### config.mk
export PLATFORM = sky130hd
export DESIGN_NAME = branch_resolve_ctrl
export DESIGN_NICKNAME = d
export VERILOG_FILES = /design/src/rtl/branch_ctrl_pkg.sv /design/src/rtl/brc_fifo.sv /design/src/rtl/branch_resolve_ctrl.sv
export SDC_FILE = /design/constraint.sdc
export NUM_CORES = 1
export LEC_CHECK = 0
export ABC_AREA = 1
export CORE_MARGIN = 10
export CORE_UTILIZATION = 47
export DETAILED_ROUTE_END_ITERATION = 16
export PLACE_DENSITY = 0.7
export SYNTH_ARGS = -nofsm -noshare
export SYNTH_HDL_FRONTEND = slang
export SYNTH_SLANG_ARGS = --single-unit
### constraint.sdc
create_clock -name clk -period 6.06 [get_ports clk]
set_input_delay 0.606 -clock clk [delete_from_list [all_inputs] [get_ports clk]]
set_output_delay 0.606 -clock clk [all_outputs]
set_load 0.01 [all_outputs]
### src/rtl/branch_ctrl_pkg.sv
// Shared types and constants for the branch resolve controller.
// Controller state, queue entry layout, default queue depth.
package branch_ctrl_pkg;

  localparam int ADDR_W = 32;
  localparam int BRC_DEFAULT_DEPTH = 4;

  typedef enum logic [0:0] {
    BRC_RUN,
    BRC_RECOVER
  } brc_state_t;

  typedef struct packed {
    logic              taken;
    logic [ADDR_W-1:0] target;
    logic [ADDR_W-1:0] fallthru;
  } brc_entry_t;

endpackage

### src/rtl/brc_fifo.sv
// Circular queue of in-flight predicted branches.
// Clear empties the queue and wins over a same-cycle push.
module brc_fifo #(
  parameter int DEPTH = 4,
  parameter int W     = 65
) (
  input  logic                       clk,
  input  logic                       rstn_h,
  input  logic                       push_i,
  input  logic                       pop_i,
  input  logic                       clear_i,
  input  logic [W-1:0]               wdata_i,
  output logic [W-1:0]               rdata_o,
  output logic [$clog2(DEPTH):0]     count_o
);

  localparam int AW = $clog2(DEPTH);
  localparam int CW = AW + 1;

  logic [W-1:0]  mem_q [DEPTH];
  logic [AW-1:0] wr_q, wr_d;
  logic [AW-1:0] rd_q, rd_d;
  logic [CW-1:0] cnt_q, cnt_d;

  always_comb begin
    wr_d  = wr_q;
    rd_d  = rd_q;
    cnt_d = cnt_q;
    if (clear_i) begin
      wr_d  = '0;
      rd_d  = '0;
      cnt_d = '0;
    end else begin
      if (push_i) wr_d = wr_q + AW'(1);
      if (pop_i)  rd_d = rd_q + AW'(1);
      cnt_d = cnt_q + CW'(push_i) - CW'(pop_i);
    end
  end

  always_ff @(posedge clk or negedge rstn_h) begin
    if (!rstn_h) begin
      wr_q  <= '0;
      rd_q  <= '0;
      cnt_q <= '0;
    end else begin
      wr_q  <= wr_d;
      rd_q  <= rd_d;
      cnt_q <= cnt_d;
    end
  end

  // Storage needs no reset; count guards every read.
  always_ff @(posedge clk) begin
    if (push_i && !clear_i) mem_q[wr_q] <= wdata_i;
  end

  assign rdata_o = mem_q[rd_q];
  assign count_o = cnt_q;

endmodule

### src/rtl/branch_resolve_ctrl.sv
// Branch resolve controller: queues predictions, checks them at execute.
// Optional BRC_PERF_CNT_EN adds resolved/mispredict counters.
module branch_resolve_ctrl
  import branch_ctrl_pkg::*;
#(
  parameter int DEPTH        = BRC_DEFAULT_DEPTH,
  parameter int ADDR_W       = 32,
  parameter int FLUSH_CYCLES = 2
) (
  input  logic                     clk,
  input  logic                     rstn_h,
  input  logic                     pred_valid,
  output logic                     pred_ready,
  input  logic                     pred_taken,
  input  logic [ADDR_W-1:0]        pred_target,
  input  logic [ADDR_W-1:0]        pred_fallthru,
  input  logic                     resolve_valid,
  input  logic                     act_taken,
  input  logic [ADDR_W-1:0]        act_target,
  output logic                     flush,
  output logic [ADDR_W-1:0]        redirect_pc,
  output logic                     upd_valid,
  output logic                     upd_act_taken,
  output logic                     upd_pred_taken,
  output logic [$clog2(DEPTH):0]   count,
  output logic                     err_underflow
`ifdef BRC_PERF_CNT_EN
  ,
  output logic [31:0]              perf_resolved,
  output logic [31:0]              perf_mispred
`endif
);

  localparam int CW = $clog2(DEPTH) + 1;
  localparam int RW = $clog2(FLUSH_CYCLES + 1);

  typedef struct packed {
    logic              taken;
    logic [ADDR_W-1:0] target;
    logic [ADDR_W-1:0] fallthru;
  } entry_t;

  localparam int EW = $bits(entry_t);

  brc_state_t  state_q, state_d;
  logic [RW-1:0] rcnt_q, rcnt_d;

  entry_t        wr_ent, head;
  logic [CW-1:0] cnt;
  logic          push, pop, mispred;

  logic              flush_q;
  logic [ADDR_W-1:0] rpc_q;
  logic              uv_q, ua_q, up_q;
  logic              err_q;

  assign pred_ready = (state_q == BRC_RUN) && (cnt < CW'(DEPTH));
  assign push       = pred_valid && pred_ready;
  assign pop        = resolve_valid && (cnt != '0);

  assign wr_ent = '{taken: pred_taken,
                    target: pred_target,
                    fallthru: pred_fallthru};

  assign mispred = pop &&
    ((head.taken != act_taken) ||
     (act_taken && (head.target != act_target)));

  brc_fifo #(
    .DEPTH (DEPTH),
    .W     (EW)
  ) u_fifo (
    .clk     (clk),
    .rstn_h  (rstn_h),
    .push_i  (push),
    .pop_i   (pop),
    .clear_i (mispred),
    .wdata_i (wr_ent),
    .rdata_o (head),
    .count_o (cnt)
  );

  always_comb begin
    state_d = state_q;
    rcnt_d  = rcnt_q;
    unique case (state_q)
      BRC_RUN: begin
        if (mispred) begin
          state_d = BRC_RECOVER;
          rcnt_d  = RW'(FLUSH_CYCLES);
        end
      end
      BRC_RECOVER: begin
        if (rcnt_q <= RW'(1)) begin
          state_d = BRC_RUN;
          rcnt_d  = '0;
        end else begin
          rcnt_d = rcnt_q - RW'(1);
        end
      end
      default: begin
        state_d = BRC_RUN;
        rcnt_d  = '0;
      end
    endcase
  end

  always_ff @(posedge clk or negedge rstn_h) begin
    if (!rstn_h) begin
      state_q <= BRC_RUN;
      rcnt_q  <= '0;
      flush_q <= 1'b0;
      rpc_q   <= '0;
      uv_q    <= 1'b0;
      ua_q    <= 1'b0;
      up_q    <= 1'b0;
      err_q   <= 1'b0;
    end else begin
      state_q <= state_d;
      rcnt_q  <= rcnt_d;
      flush_q <= mispred;
      uv_q    <= pop;
      if (mispred)
        rpc_q <= act_taken ? act_target : head.fallthru;
      if (pop) begin
        ua_q <= act_taken;
        up_q <= head.taken;
      end
      if (resolve_valid && (cnt == '0))
        err_q <= 1'b1;
    end
  end

  assign flush          = flush_q;
  assign redirect_pc    = rpc_q;
  assign upd_valid      = uv_q;
  assign upd_act_taken  = ua_q;
  assign upd_pred_taken = up_q;
  assign count          = cnt;
  assign err_underflow  = err_q;

`ifdef BRC_PERF_CNT_EN
  logic [31:0] pres_q, pmis_q;

  always_ff @(posedge clk or negedge rstn_h) begin
    if (!rstn_h) begin
      pres_q <= '0;
      pmis_q <= '0;
    end else begin
      if (pop && (pres_q != '1))     pres_q <= pres_q + 32'd1;
      if (mispred && (pmis_q != '1)) pmis_q <= pmis_q + 32'd1;
    end
  end

  assign perf_resolved = pres_q;
  assign perf_mispred  = pmis_q;
`endif

endmodule
Figure 1. Supply network.
The bar under the picture is 50 um long. Pins as bars on the die edge. Tap cells in gray.
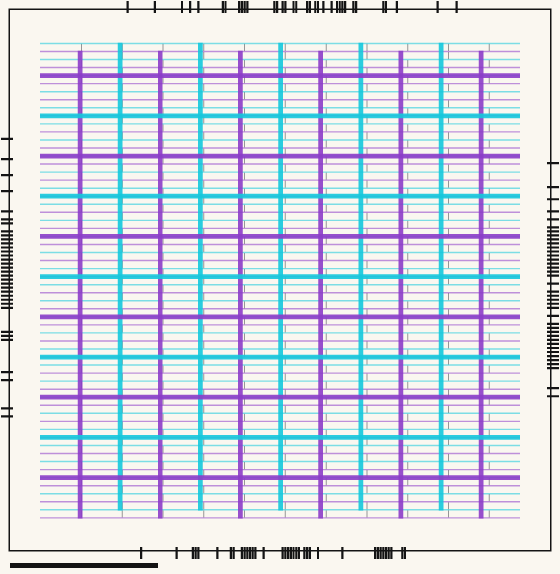
[VSS] purple
[VDD] cyan
met4 straps: 11
tap cells: 335
met1 rails: 60
met5 straps: 11

Figure 2. Cell placement.
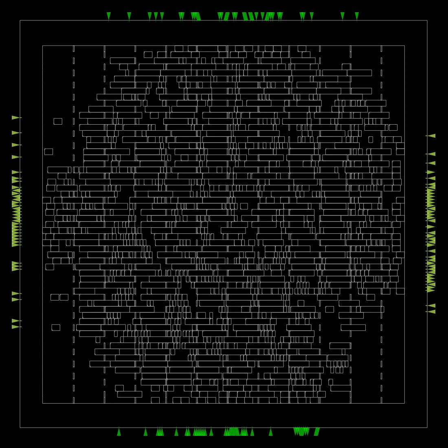
Well Taps: 335
flip-flop and latch count: 307

Figure 3. Cell density map.
The bar under the picture is 50 um long. 18 x 18 tiles, from white (low) to dark blue (high), 0 to 100% covered.
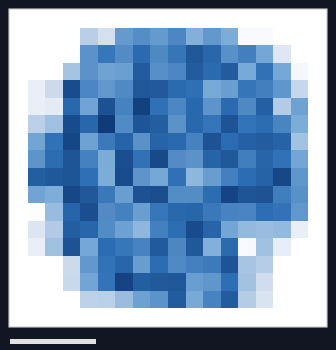
nearly empty tiles: 29%
densest ninth of the die: center
mean over tiles: 44%
tiles over 75% full: 25%
Core Footprint: 0.02606 mm2
Final Util: 58.40%
FP Util: 47.73%

Figure 4. Nets reached from selected ports.
The bar under the picture is 50 um long.
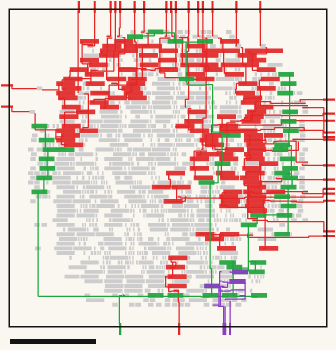
[pred_fallthru] red | direction: input | end cells: 128 | buffers: 32 | wire: 2500 um
[rstn_h] green | direction: input | end cells: 47 | buffers: 2 | wire: 647 um
[count] purple | direction: output | end cells: 3 | buffers: 3 | wire: 151 um
I/O Buffers: 142
number of top-level pins: 143

==> metrics.yaml <==
power_and_ir_drop:
  pwr-share-comb_pct: 28.7
  powerClk_mw: 2.01
  comb_power_mw: 1.94
  switching_share_pct: 31.77
critical_path:
  critical_path_class: "reg2reg"
  crit_required_ns: 6.28
  critPathMaxFanout: 117
synth:
  synth-main-ff-cell: "edfxtp_1"
  xor_share_pct: 0.7746
  post-synth-top-count-cell: "nand2_1"
  fp_nets: 1139
  top_area_share_pct: 62.77
run_status:
  status: "completed"
detailed_routing:
  first_pass_iters: 5
  vias: 8275
cells_and_area:
  drive_gt1_share_pct: 6.588
  diodes: 2
  finalNetCount: 1269
  largest_register_ffs: 260
floorplan:
  rows: 59
  die_x_um: 182.7
clock_tree:
  cts_setup_buffers: 0
job:
  tool_warnings: 32
[stage by stage]
| stage | total power, mW | instance area, um2 |
|---|---|---|
| finish | 6.760 | 15220 |
| global route | 7.163 | 15210 |
| CTS | 6.811 | 15210 |
| detailed placement | 4.795 | 14120 |
| global placement | 4.747 | 14120 |
| floorplan | 4.088 | 12440 |
[per-layer routing]
layer | global-route usage [%] | vias to the layer above | wire [um]
met5 | 0 | - | 58
met4 | 4.458 | 8 | 601
met3 | 3.838 | 43 | 2491
met2 | 28.94 | 287 | 14710
met1 | 24.18 | 4019 | 12890
li1 | - | 3918 | -
Power and IR drop assume default switching activity.
